[src/rtl/ai_shot_master.sv]
//==============================================================================
// Module   : ai_shot_master
// Purpose  : Avalon-MM master that bridges the game controller to the ai
//            targeting slave. On a shot request it snapshots the board, writes
//            miss map, hit map and ships into the slave, starts it, reads back
//            the chosen cell, validates it and reports row/column.
// Ports    : clock, reset_n          - clock / async active-low reset
//            req                     - one-cycle shot request
//            miss_map, hit_map       - fired-cell maps, bit i = cell i
//            ships_left              - bit k = ship k afloat
//            busy                    - request in progress
//            shot_valid, shot_index,
//            shot_row, shot_col      - validated shot (pulse + held data)
//            error                   - pulse on timeout or illegal result
//            avm_*                   - Avalon-MM master interface
// Revision : 1.0 - initial release
//==============================================================================
`default_nettype none

module ai_shot_master #(
    parameter int TIMEOUT_CYCLES = 4096,
    parameter int BOARD_CELLS    = 100
) (
    input  logic                   clock,
    input  logic                   reset_n,
    input  logic                   req,
    input  logic [BOARD_CELLS-1:0] miss_map,
    input  logic [BOARD_CELLS-1:0] hit_map,
    input  logic [4:0]             ships_left,
    output logic                   busy,
    output logic                   shot_valid,
    output logic [6:0]             shot_index,
    output logic [3:0]             shot_row,
    output logic [3:0]             shot_col,
    output logic                   error,
    output logic [1:0]             avm_address,
    output logic                   avm_write,
    output logic [BOARD_CELLS-1:0] avm_writedata,
    output logic                   avm_read,
    input  logic [103:0]           avm_readdata,
    input  logic                   avm_waitrequest
);

    localparam int         c_CW    = $clog2(TIMEOUT_CYCLES + 1);
    localparam logic [6:0] c_CELLS = 7'(BOARD_CELLS);

    typedef enum logic [2:0] {
        S_IDLE      = 3'd0,
        S_WR_MISS   = 3'd1,
        S_WR_HIT    = 3'd2,
        S_WR_SHIPS  = 3'd3,
        S_WR_START  = 3'd4,
        S_RD_RESULT = 3'd5,
        S_CHECK     = 3'd6,
        S_DONE      = 3'd7
    } state_t;

    state_t                 r_state;
    state_t                 w_next;
    logic [BOARD_CELLS-1:0] r_miss;
    logic [BOARD_CELLS-1:0] r_hit;
    logic [4:0]             r_ships;
    logic [6:0]             r_idx;
    logic [c_CW-1:0]        r_cnt;
    logic                   r_busy;
    logic                   r_valid;
    logic                   r_error;
    logic [6:0]             r_shot_index;
    logic [3:0]             r_shot_row;
    logic [3:0]             r_shot_col;

    logic                   w_xfer;
    logic                   w_done;
    logic                   w_stall;
    logic                   w_timeout;
    logic                   w_write;
    logic                   w_read;
    logic [1:0]             w_addr;
    logic [BOARD_CELLS-1:0] w_wdata;
    logic [BOARD_CELLS-1:0] w_fired;
    logic                   w_legal;
    logic [3:0]             w_row;
    logic [6:0]             w_row_x10;
    logic [3:0]             w_col;
    logic                   w_unused;

    // Only the low seven result bits carry the cell index.
    assign w_unused = &{1'b0, avm_readdata[103:7]};

    assign w_xfer    = (r_state == S_WR_MISS)  || (r_state == S_WR_HIT) ||
                       (r_state == S_WR_SHIPS) || (r_state == S_WR_START) ||
                       (r_state == S_RD_RESULT);
    assign w_done    = w_xfer && !avm_waitrequest;
    assign w_stall   = w_xfer &&  avm_waitrequest;
    // The stall that would make the count reach TIMEOUT_CYCLES aborts the transfer.
    assign w_timeout = w_stall && (r_cnt == c_CW'(TIMEOUT_CYCLES - 1));

    // Legality: index on the board and cell not yet fired.
    assign w_fired = r_miss | r_hit;
    assign w_legal = (r_idx < c_CELLS) && !w_fired[r_idx];

    // Divide-by-10 as a compare chain against the row boundaries.
    always_comb begin
        w_row = 4'd0;
        for (int k = 1; k < 10; k++) begin
            if (r_idx >= 7'(k * 10)) begin
                w_row = 4'(k);
            end
        end
    end

    assign w_row_x10 = {w_row, 3'b000} + {2'b00, w_row, 1'b0};
    assign w_col     = 4'(r_idx - w_row_x10);

    // Next-state and bus drive; bus fields depend on state only, so they stay
    // stable for the whole duration of a stalled transfer.
    always_comb begin
        w_next  = r_state;
        w_write = 1'b0;
        w_read  = 1'b0;
        w_addr  = 2'd0;
        w_wdata = '0;
        case (r_state)
            S_IDLE: begin
                if (req) w_next = S_WR_MISS;
            end
            S_WR_MISS: begin
                w_write = 1'b1;
                w_addr  = 2'd1;
                w_wdata = r_miss;
                if (w_done) w_next = S_WR_HIT;
            end
            S_WR_HIT: begin
                w_write = 1'b1;
                w_addr  = 2'd2;
                w_wdata = r_hit;
                if (w_done) w_next = S_WR_SHIPS;
            end
            S_WR_SHIPS: begin
                w_write      = 1'b1;
                w_addr       = 2'd3;
                w_wdata[4:0] = r_ships;
                if (w_done) w_next = S_WR_START;
            end
            S_WR_START: begin
                w_write = 1'b1;
                if (w_done) w_next = S_RD_RESULT;
            end
            S_RD_RESULT: begin
                w_read = 1'b1;
                if (w_done) w_next = S_CHECK;
            end
            S_CHECK: begin
                w_next = w_legal ? S_DONE : S_IDLE;
            end
            S_DONE: begin
                w_next = S_IDLE;
            end
            default: begin
                w_next = S_IDLE;
            end
        endcase
        if (w_timeout) w_next = S_IDLE;
    end

    always_ff @(posedge clock or negedge reset_n) begin
        if (!reset_n) begin
            r_state      <= S_IDLE;
            r_miss       <= '0;
            r_hit        <= '0;
            r_ships      <= 5'd0;
            r_idx        <= 7'd0;
            r_cnt        <= '0;
            r_busy       <= 1'b0;
            r_valid      <= 1'b0;
            r_error      <= 1'b0;
            r_shot_index <= 7'd0;
            r_shot_row   <= 4'd0;
            r_shot_col   <= 4'd0;
        end else begin
            r_state <= w_next;
            r_valid <= 1'b0;
            r_error <= 1'b0;

            if (w_next != r_state) begin
                r_cnt <= '0;
            end else if (w_stall) begin
                r_cnt <= r_cnt + c_CW'(1);
            end

            if ((r_state == S_IDLE) && req) begin
                r_miss  <= miss_map;
                r_hit   <= hit_map;
                r_ships <= ships_left;
                r_busy  <= 1'b1;
            end

            if ((r_state == S_RD_RESULT) && w_done) begin
                r_idx <= avm_readdata[6:0];
            end

            if (r_state == S_CHECK) begin
                r_busy <= 1'b0;
                if (w_legal) begin
                    r_shot_index <= r_idx;
                    r_shot_row   <= w_row;
                    r_shot_col   <= w_col;
                    r_valid      <= 1'b1;
                end else begin
                    r_error <= 1'b1;
                end
            end

            if (w_timeout) begin
                r_busy  <= 1'b0;
                r_error <= 1'b1;
            end
        end
    end

    assign busy          = r_busy;
    assign shot_valid    = r_valid;
    assign shot_index    = r_shot_index;
    assign shot_row      = r_shot_row;
    assign shot_col      = r_shot_col;
    assign error         = r_error;
    assign avm_address   = w_addr;
    assign avm_write     = w_write;
    assign avm_writedata = w_wdata;
    assign avm_read      = w_read;

endmodule

`default_nettype wire

[config.mk]
export PLATFORM = sky130hd
export DESIGN_NAME = ai_shot_master
export DESIGN_NICKNAME = d
export VERILOG_FILES = /design/src/rtl/ai_shot_master.sv
export SDC_FILE = /design/constraint.sdc
export NUM_CORES = 1
export LEC_CHECK = 0
export ABC_AREA = 1
export CAP_MARGIN = 0
export CORE_AREA = 2 2 167 169
export CTS_CLUSTER_SIZE = 12
export DETAILED_ROUTE_END_ITERATION = 8
export DIE_AREA = 0 0 169 171
export PLACE_DENSITY = 0.8
export SETUP_SLACK_MARGIN = 0.5
export SLEW_MARGIN = 20
export SYNTH_ARGS = -nofsm -noshare
export SYNTH_HDL_FRONTEND = slang
export SYNTH_SLANG_ARGS = --single-unit
[constraint.sdc]
create_clock -name clock -period 5.8 [get_ports clock]
set_input_delay 0.87 -clock clock [delete_from_list [all_inputs] [get_ports clock]]
set_output_delay 0.87 -clock clock [all_outputs]
set_load 0.01 [all_outputs]
==> impl_metrics.yaml <==
# flow metrics
global_routing:
  globalRouteTotalUtil_pct: 25.91
  grt_busiest_layer: "met2"
  grt_antenna_before_repair: 1
synthesis:
  most_common_cell: "nand2_1"
  top_area_share_pct: 51.18
  syn-cell-area_mm2: 0.01203
  synth_sequential_area_ratio_pct: 51.18
  yosysWarnings: 0
  synthesis_stage_register_bit_count: 246
  synthMuxAreaShare_pct: 0.1768
clocking:
  cts-resized-gates: 0
  ctsHtreeMaxLevel: 1
worst_setup_path:
  rr_startpoint: "r_idx[1]$_DFFE_PN0P_"
  slowest_stage: "clkinv_2"
  r2r.worst_path.cells: 19
  cpPeakStageDelay_ps: 690
  timing.critical_path.from_type: "flip-flop"
  timing.setup.critical_path_class: "flip-flop to output port"
floorplanning:
  chipWidth_um: 169
  core.rowCount: 61
  chip_area_mm2: 0.02890
  fp.dieH_um: 171
route:
  wl_met3_um: 3153
  vias: 11476
  route.antenna.remaining_nets: 0
  remaining_drc_errors: 0
  via_per_inst: 5.291
placement:
  hpwl_um: 25420
  placedCellCount: 2124
cells_and_area:
  final.signal_inverter_count: 246
  finalCoreUtilization_pct: 59.77
  comb_cells: 940
  seq_area_mm2: 0.006157
  signal_buffer_area_fraction_pct: 21.33
  reg.largest.list: "r_hit (100), r_miss (100), r_cnt (13)"
  mi_logic_area_mm2: 0.004512
  buffers: 346
  lay_top_cells: "nand2_1 (355), clkdlybuf4s50_1 (336), dfrtp_1 (245)"
power:
  irDropWorstVdd_mv: 0.2677
  p_leak_nw: 7.372
  seq-power_mw: 2.77
  power_leader: "combinational logic"
sta:
  timing_worst_slew_pin_value_ps: 1145
  timing_max_transition_violations_final: 0
  whs_ps: 380.3
  setup_ws_ps: 1173
outcome:
  outcome: "complete, no violations"
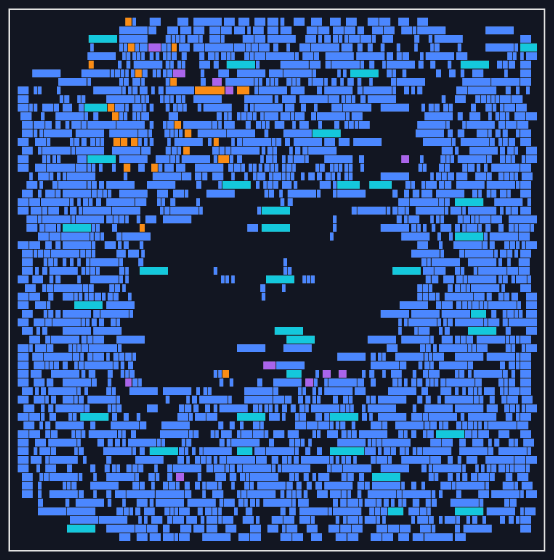
**Above:** drive-strength map.
Key: purple = _3 and _4 cells [cells 11, most used buf_4]; orange = _2 cells [cells 22, most used nor2_2]; cyan = _6 and larger [cells 36, most used clkbuf_16]; blue = _0 and _1 cells [cells 1,754, most used nand2_1]
post-synthesis to final-layout area growth: 35.77%
final design instance area without fill: 0.01633 mm²

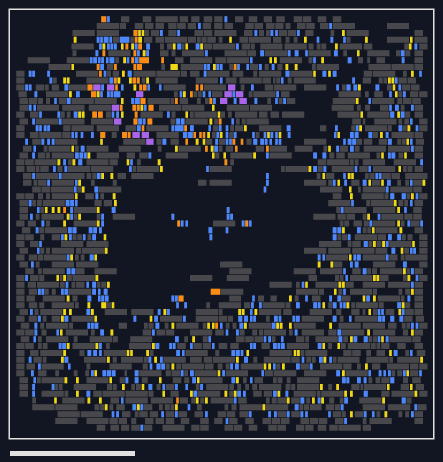
**Above:** logic cells by family.
The bar under the picture is 50 µm long.
Key: purple = xor and xnor cells [cells 13, most used xor2_1]; orange = nor cells [cells 62, most used nor2_1]; yellow = inv cells [cells 246, most used inv_1, where all over the die]; blue = nand cells [cells 519, most used nand2_1, where all over the die]
commonest non-fill, non-tap cell in the layout: nand2_1
final cell count without fillers: 2,169
multi-input gate share of total cell area: 27.63%

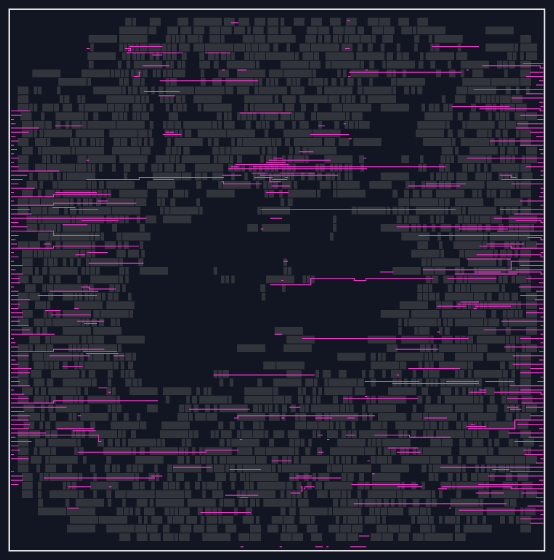
**Above:** metal 3.
Cells faint in the background.
288 nets have wire on it. The longest straight run is 61.4 µm. The layer holds 8.2% of the routed length.

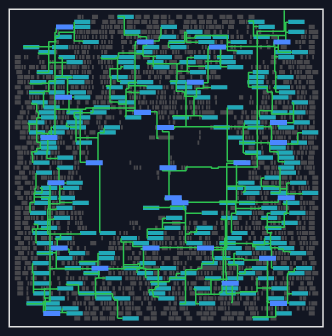
**Above:** clock distribution.
Key: cyan = flip-flops [count 246]; blue = clock drivers [count 26]; green = clock wires [length 3,230 µm]
There are 27 routed clock nets.

Power and IR drop assume default switching activity.
